Fig. 1: run 1, M4 wires
Scale bar: 50 um.
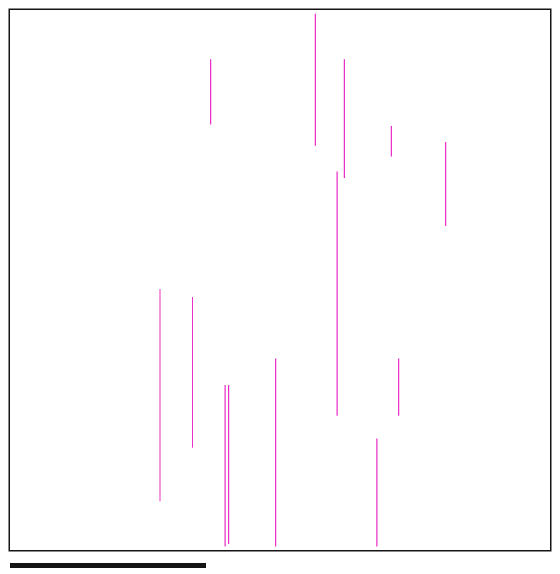
Fig. 2: run 1, gate-type map
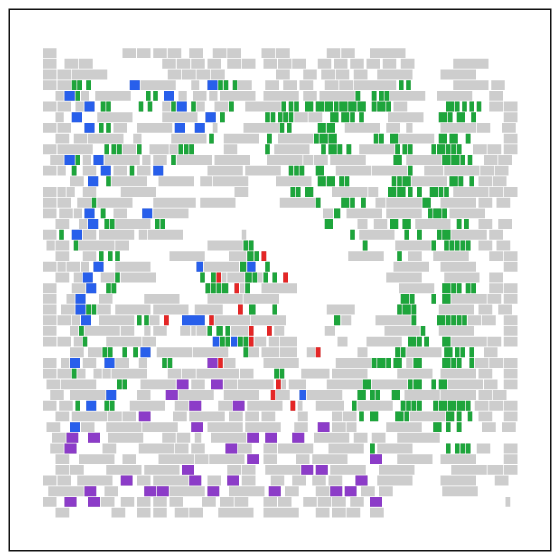
Fig. 3: run 1, signal wires by layer
Two of the layers only.
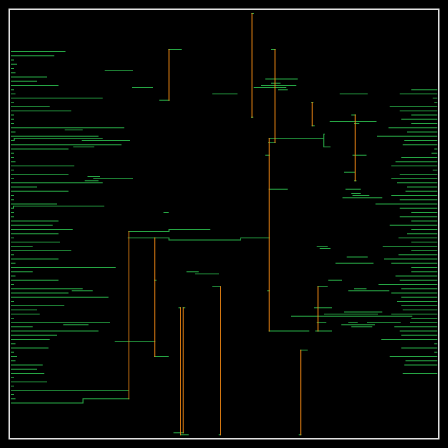
Fig. 4: run 1, where the registers sit
Scale bar: 50 um. Other sequential cells in the stronger gray, the rest of the logic in the fainter gray.
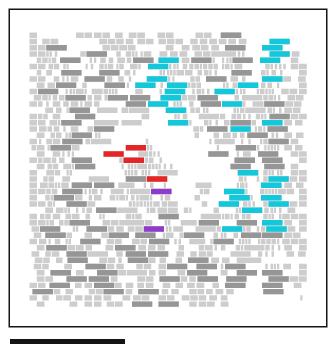
`config.mk`:
```
export PLATFORM = sky130hd
export DESIGN_NAME = mem_arbiter
export DESIGN_NICKNAME = d
export VERILOG_FILES = /design/src/rtl/mem_arbiter_pkg.sv /design/src/rtl/mem_wait_counter.sv /design/src/rtl/mem_arbiter.sv
export SDC_FILE = /design/constraint.sdc
export NUM_CORES = 1
export LEC_CHECK = 0
export ABC_AREA = 1
export ABC_CLOCK_PERIOD_IN_PS = 2100
export CAP_MARGIN = 20
export CORE_MARGIN = 8
export CORE_UTILIZATION = 40
export CTS_CLUSTER_SIZE = 16
export DETAILED_ROUTE_END_ITERATION = 7
export GPL_TIMING_DRIVEN = 1
export HOLD_SLACK_MARGIN = 0.08
export PLACE_DENSITY = 0.75
export SYNTH_ARGS = -nofsm -noshare
export SYNTH_HDL_FRONTEND = slang
export SYNTH_SLANG_ARGS = --single-unit
```
`constraint.sdc`:
```
create_clock -name clk -period 2.1 [get_ports clk]
set_input_delay 0.42 -clock clk [delete_from_list [all_inputs] [get_ports clk]]
set_output_delay 0.42 -clock clk [all_outputs]
set_load 0.005 [all_outputs]
```
`src/rtl/mem_arbiter_pkg.sv`:
```
// Shared definitions for the two-port memory arbiter: FSM states, access
// size codes, wait-counter sizing and the latched memory request.
package mem_arbiter_pkg;

    typedef enum logic [1:0] {
        ST_IDLE  = 2'b00,
        ST_ACC_I = 2'b01,
        ST_ACC_D = 2'b10,
        ST_DONE  = 2'b11
    } state_e;

    typedef enum logic [1:0] {
        SZ_BYTE = 2'b00,
        SZ_HALF = 2'b01,
        SZ_WORD = 2'b10
    } size_e;

    localparam int unsigned WAIT_MAX = 15;
    localparam int unsigned CNT_W    = $clog2(WAIT_MAX + 1);

    typedef struct packed {
        logic        rw;
        logic [1:0]  size;
        logic [31:0] addr;
        logic [31:0] wdata;
    } mem_req_t;

    // Halfwords need even addresses, words need 4-byte alignment; bytes never fault.
    function automatic logic misaligned(input logic [1:0] size, input logic [1:0] addr_lo);
        return ((size == SZ_HALF) && addr_lo[0]) ||
               ((size == SZ_WORD) && (addr_lo != 2'b00));
    endfunction

endpackage

```
`src/rtl/mem_wait_counter.sv`:
```
// Down-counter that paces a memory transfer: load on access entry, count
// down while the access is in flight, flag zero on the final cycle.
module mem_wait_counter
    import mem_arbiter_pkg::*;
#(
    parameter int unsigned LOAD_VAL = 1
) (
    input  logic clk,
    input  logic reset,
    input  logic load_i,
    input  logic dec_i,
    output logic zero_o
);

    logic [CNT_W-1:0] cnt_q, cnt_d;

    always_comb begin
        cnt_d = cnt_q;
        if (load_i) begin
            cnt_d = CNT_W'(LOAD_VAL);
        end else if (dec_i && (cnt_q != '0)) begin
            cnt_d = cnt_q - CNT_W'(1);
        end
    end

    always_ff @(posedge clk or negedge reset) begin
        if (!reset) begin
            cnt_q <= '0;
        end else begin
            cnt_q <= cnt_d;
        end
    end

    assign zero_o = (cnt_q == '0);

endmodule

```
`src/rtl/mem_arbiter.sv`:
```
// Fixed-priority arbiter between instruction fetch and data ports sharing one
// memory. Define MEM_ARBITER_ALIGN_CHECK_EN to reject misaligned data accesses.
module mem_arbiter
    import mem_arbiter_pkg::*;
#(
    parameter int unsigned WAIT_CYCLES = 2
) (
    input  logic        clk,
    input  logic        reset,
    input  logic        i_req,
    input  logic [31:0] i_addr,
    output logic        i_moc,
    output logic [31:0] i_rdata,
    input  logic        d_req,
    input  logic        d_rw,
    input  logic [1:0]  d_size,
    input  logic [31:0] d_addr,
    input  logic [31:0] d_wdata,
    output logic        d_moc,
    output logic [31:0] d_rdata,
    output logic        err,
    output logic        mem_en,
    output logic        mem_rw,
    output logic [1:0]  mem_size,
    output logic [31:0] mem_addr,
    output logic [31:0] mem_wdata,
    input  logic [31:0] mem_rdata,
    output logic        busy
);

    state_e      state_q, state_d;
    mem_req_t    req_q, req_d;
    logic        grant_data_q, grant_data_d;
    logic [31:0] i_rdata_q, i_rdata_d;
    logic [31:0] d_rdata_q, d_rdata_d;
    logic        cnt_load, cnt_dec, cnt_zero;
    logic        d_misaligned;

    mem_wait_counter #(
        .LOAD_VAL (WAIT_CYCLES - 1)
    ) u_wait_cnt (
        .clk    (clk),
        .reset  (reset),
        .load_i (cnt_load),
        .dec_i  (cnt_dec),
        .zero_o (cnt_zero)
    );

`ifdef MEM_ARBITER_ALIGN_CHECK_EN
    logic err_q;

    assign d_misaligned = misaligned(d_size, d_addr[1:0]);

    // Captured at grant time; only meaningful while the DONE pulse is out.
    always_ff @(posedge clk or negedge reset) begin
        if (!reset) begin
            err_q <= 1'b0;
        end else if (state_q == ST_IDLE) begin
            err_q <= d_req & d_misaligned;
        end
    end

    assign err = err_q & (state_q == ST_DONE);
`else
    assign d_misaligned = 1'b0;
    assign err          = 1'b0;
`endif

    always_comb begin
        state_d      = state_q;
        req_d        = req_q;
        grant_data_d = grant_data_q;
        i_rdata_d    = i_rdata_q;
        d_rdata_d    = d_rdata_q;
        cnt_load     = 1'b0;
        cnt_dec      = 1'b0;

        case (state_q)
            ST_IDLE: begin
                if (d_req) begin
                    req_d        = '{rw: d_rw, size: d_size, addr: d_addr, wdata: d_wdata};
                    grant_data_d = 1'b1;
                    if (d_misaligned) begin
                        state_d = ST_DONE;
                    end else begin
                        state_d  = ST_ACC_D;
                        cnt_load = 1'b1;
                    end
                end else if (i_req) begin
                    req_d        = '{rw: 1'b1, size: SZ_WORD, addr: i_addr, wdata: '0};
                    grant_data_d = 1'b0;
                    state_d      = ST_ACC_I;
                    cnt_load     = 1'b1;
                end
            end
            ST_ACC_I, ST_ACC_D: begin
                if (cnt_zero) begin
                    state_d = ST_DONE;
                    // Memory data is valid in the last access cycle.
                    if (req_q.rw) begin
                        if (state_q == ST_ACC_I) begin
                            i_rdata_d = mem_rdata;
                        end else begin
                            d_rdata_d = mem_rdata;
                        end
                    end
                end else begin
                    cnt_dec = 1'b1;
                end
            end
            ST_DONE: begin
                state_d = ST_IDLE;
            end
            default: begin
                state_d = ST_IDLE;
            end
        endcase
    end

    always_ff @(posedge clk or negedge reset) begin
        if (!reset) begin
            state_q      <= ST_IDLE;
            req_q        <= '0;
            grant_data_q <= 1'b0;
            i_rdata_q    <= '0;
            d_rdata_q    <= '0;
        end else begin
            state_q      <= state_d;
            req_q        <= req_d;
            grant_data_q <= grant_data_d;
            i_rdata_q    <= i_rdata_d;
            d_rdata_q    <= d_rdata_d;
        end
    end

    // Decoded straight from the state register so reset kills mem_en at once.
    assign mem_en    = (state_q == ST_ACC_I) || (state_q == ST_ACC_D);
    assign mem_rw    = req_q.rw;
    assign mem_size  = req_q.size;
    assign mem_addr  = req_q.addr;
    assign mem_wdata = req_q.wdata;

    assign i_moc   = (state_q == ST_DONE) & ~grant_data_q;
    assign d_moc   = (state_q == ST_DONE) &  grant_data_q;
    assign i_rdata = i_rdata_q;
    assign d_rdata = d_rdata_q;
    assign busy    = (state_q != ST_IDLE);

endmodule
```
==> reports/qor.txt, run 1 <==
Hold worst-path end: i_rdata[22]
Crit path capture: d_moc
# DRC: 0
Compound Share, Synth: 9.97%
Die Span X: 137 um
Maxcap violations: 0
Internal power: 9670 uW
Signal buf overhead: 30.7%
R2r startpoint: state_q[0]
CTS root buf: clkbuf_16
Status: complete, no violations
Dpl cells: 1031
Largest net degree at the start of global routing: 65
Levels on crit path: 4
M3 GR Usage: 8.13%
Met2 routed WL: 9.35 mm
Syn avg cell area: 9.67 um2
Vias in the first global route: 5730
Crit-path leading delay family: buffers and inverters
Finished Layout Cells: 1066
RD Place Congestion: 0.872
Cell area after synthesis: 5900 um2
Slew headroom: 49.2%
TNS Setup: 0 ns
# Cells Yosys: 610
Late-Pin Clk Latency: 0.41 ns
Initial drt markers: 405
Sequential Power: 4840 uW
Power Density: 1570 nW/um2
Flop share of the area: 36.6%
Flop pwr share: 32.7%
Worst-Margin Slew: 0.762 ns
Clk sinks: 138
Clock power frac: 21.2%
Yosys stat area: 5900 um2
Yosys reg bits: 138
Grt met1 use: 23.7%
Required @ worst endpoint: 1.68 ns
Tool warnings: 31
Top Layout Cells: 265 x clkdlybuf4s50_1, 215 x nand2_1, 138 x dfrtp_1, 64 x nand4_1, 33 x a22o_1
Net Count, Synth: 752
Via count: 5553
Worst Hold Class: reg -> reg
Final slew viol count: 0
R2r worst-path depth: 8
Total chip power: 14800 uW
Top logic family: simple AND/OR/NAND/NOR gates
Worst Path Arrival: 1.57 ns
Core Util, Final: 65.2%
Clock buf count: 20
Worst path bufs/invs: 2
Num rows: 44
Setup ws final: 0.110 ns
Leading cell kind: sequential cells
Most common cell in the netlist: nand2_1
Crit-path slowest cell: clkdlybuf4s50_1
Fin nets: 1011
IO Count: 271
Area post-placement: 8770 um2
Worst Hold Depth: 2
Back to the opening pictures, Fig. 1:
share of all routed wire = 2.2%
nets with wire on the layer = 12
longest straight run = 61.9 um
wire length on this layer = 432 um
main direction = vertical

Back to the opening pictures, Fig. 2:
non-inverting ao/oa cells -> purple  # cells 35
nand cells -> green  # cells 287
inv cells -> red  # cells 15, where center
aoi and oai cells -> blue  # cells 38

Back to the opening pictures, Fig. 3:
M4 -> orange  # wire length 432 um
M3 -> green  # wire length 2170 um

Back to the opening pictures, Fig. 4:
u_wait_cnt.cnt_q -> red  # sequential cells 4, where center
d_rdata -> cyan  # sequential cells 32
state_q -> purple  # sequential cells 2

Fig. 5: run 1, track usage over the die
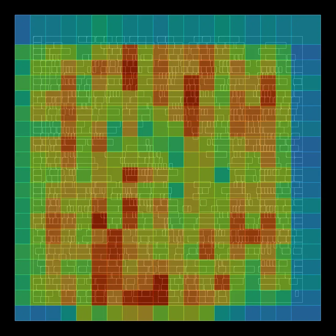

==> run 2: changes to the inputs <==
Settings changed: CTS_CLUSTER_DIAMETER from default to 60, SETUP_SLACK_MARGIN from default to 0.15.
Fig. 6: run 2, track usage over the die
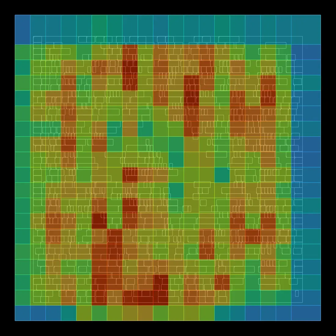
WL/cell: 18.1 um
grt met1 use: 23.7%
all-layer global routing usage: 20.3%
Core Util, Final: 65.2%
GR peak layer: met2

==> run 2 against run 1 <==
Compared with the run above: worst setup slack better by 0.094 ns; highest routed layer unchanged; fmax grew 4.9%; register-to-register slack better by 0.10 ns; critical endpoint is now busy; area after synthesis did not move.
==> reports/qor.txt, run 2 <==
Num rows: 44 (unchanged)
Crit-path leading delay family: buffers and inverters (unchanged)
Leading cell kind: sequential cells (unchanged)
Total chip power: 14800 uW (about the same)
Flop share of the area: 36.6% (about the same)
Top Layout Cells: 264 x clkdlybuf4s50_1, 215 x nand2_1, 138 x dfrtp_1, 64 x nand4_1, 33 x a22o_1 (was 265 x clkdlybuf4s50_1, 215 x nand2_1, 138 x dfrtp_1, 64 x nand4_1, 33 x a22o_1)
Die Span X: 137 um (unchanged)
Late-Pin Clk Latency: 0.41 ns (about the same)
R2r startpoint: state_q[0] (unchanged)
Yosys reg bits: 138 (unchanged)
Status: complete, no violations (unchanged)
Final slew viol count: 0 (unchanged)
RD Place Congestion: 0.872 (unchanged)
Tool warnings: 33 (was 31)
Met2 routed WL: 9.31 mm (was 9.35 mm)
Most common cell in the netlist: nand2_1 (unchanged)
Vias in the first global route: 5741 (was 5730)
Worst Hold Depth: 2 (unchanged)
Slew headroom: 49.2% (about the same)
Clock power frac: 21.1% (was 21.2%)
Flop pwr share: 32.7% (about the same)
R2r worst-path depth: 8 (unchanged)
Required @ worst endpoint: 1.68 ns (about the same)
Crit-path slowest cell: dfrtp_1 (was clkdlybuf4s50_1)
Syn avg cell area: 9.67 um2 (unchanged)
Via count: 5550 (was 5553)
Maxcap violations: 0 (unchanged)
Cell area after synthesis: 5900 um2 (unchanged)
Dpl cells: 1031 (unchanged)
Largest net degree at the start of global routing: 65 (unchanged)
Compound Share, Synth: 9.97% (unchanged)
Signal buf overhead: 30.7% (about the same)
Worst Path Arrival: 1.48 ns (was 1.57 ns)
Setup ws final: 0.204 ns (was 0.110 ns)
Internal power: 9700 uW (was 9670 uW)
Initial drt markers: 390 (was 405)
Finished Layout Cells: 1067 (was 1066)
Area post-placement: 8770 um2 (unchanged)
Crit path capture: busy (was d_moc)
Power figures rest on the tool's default switching activity, not on a simulated workload.
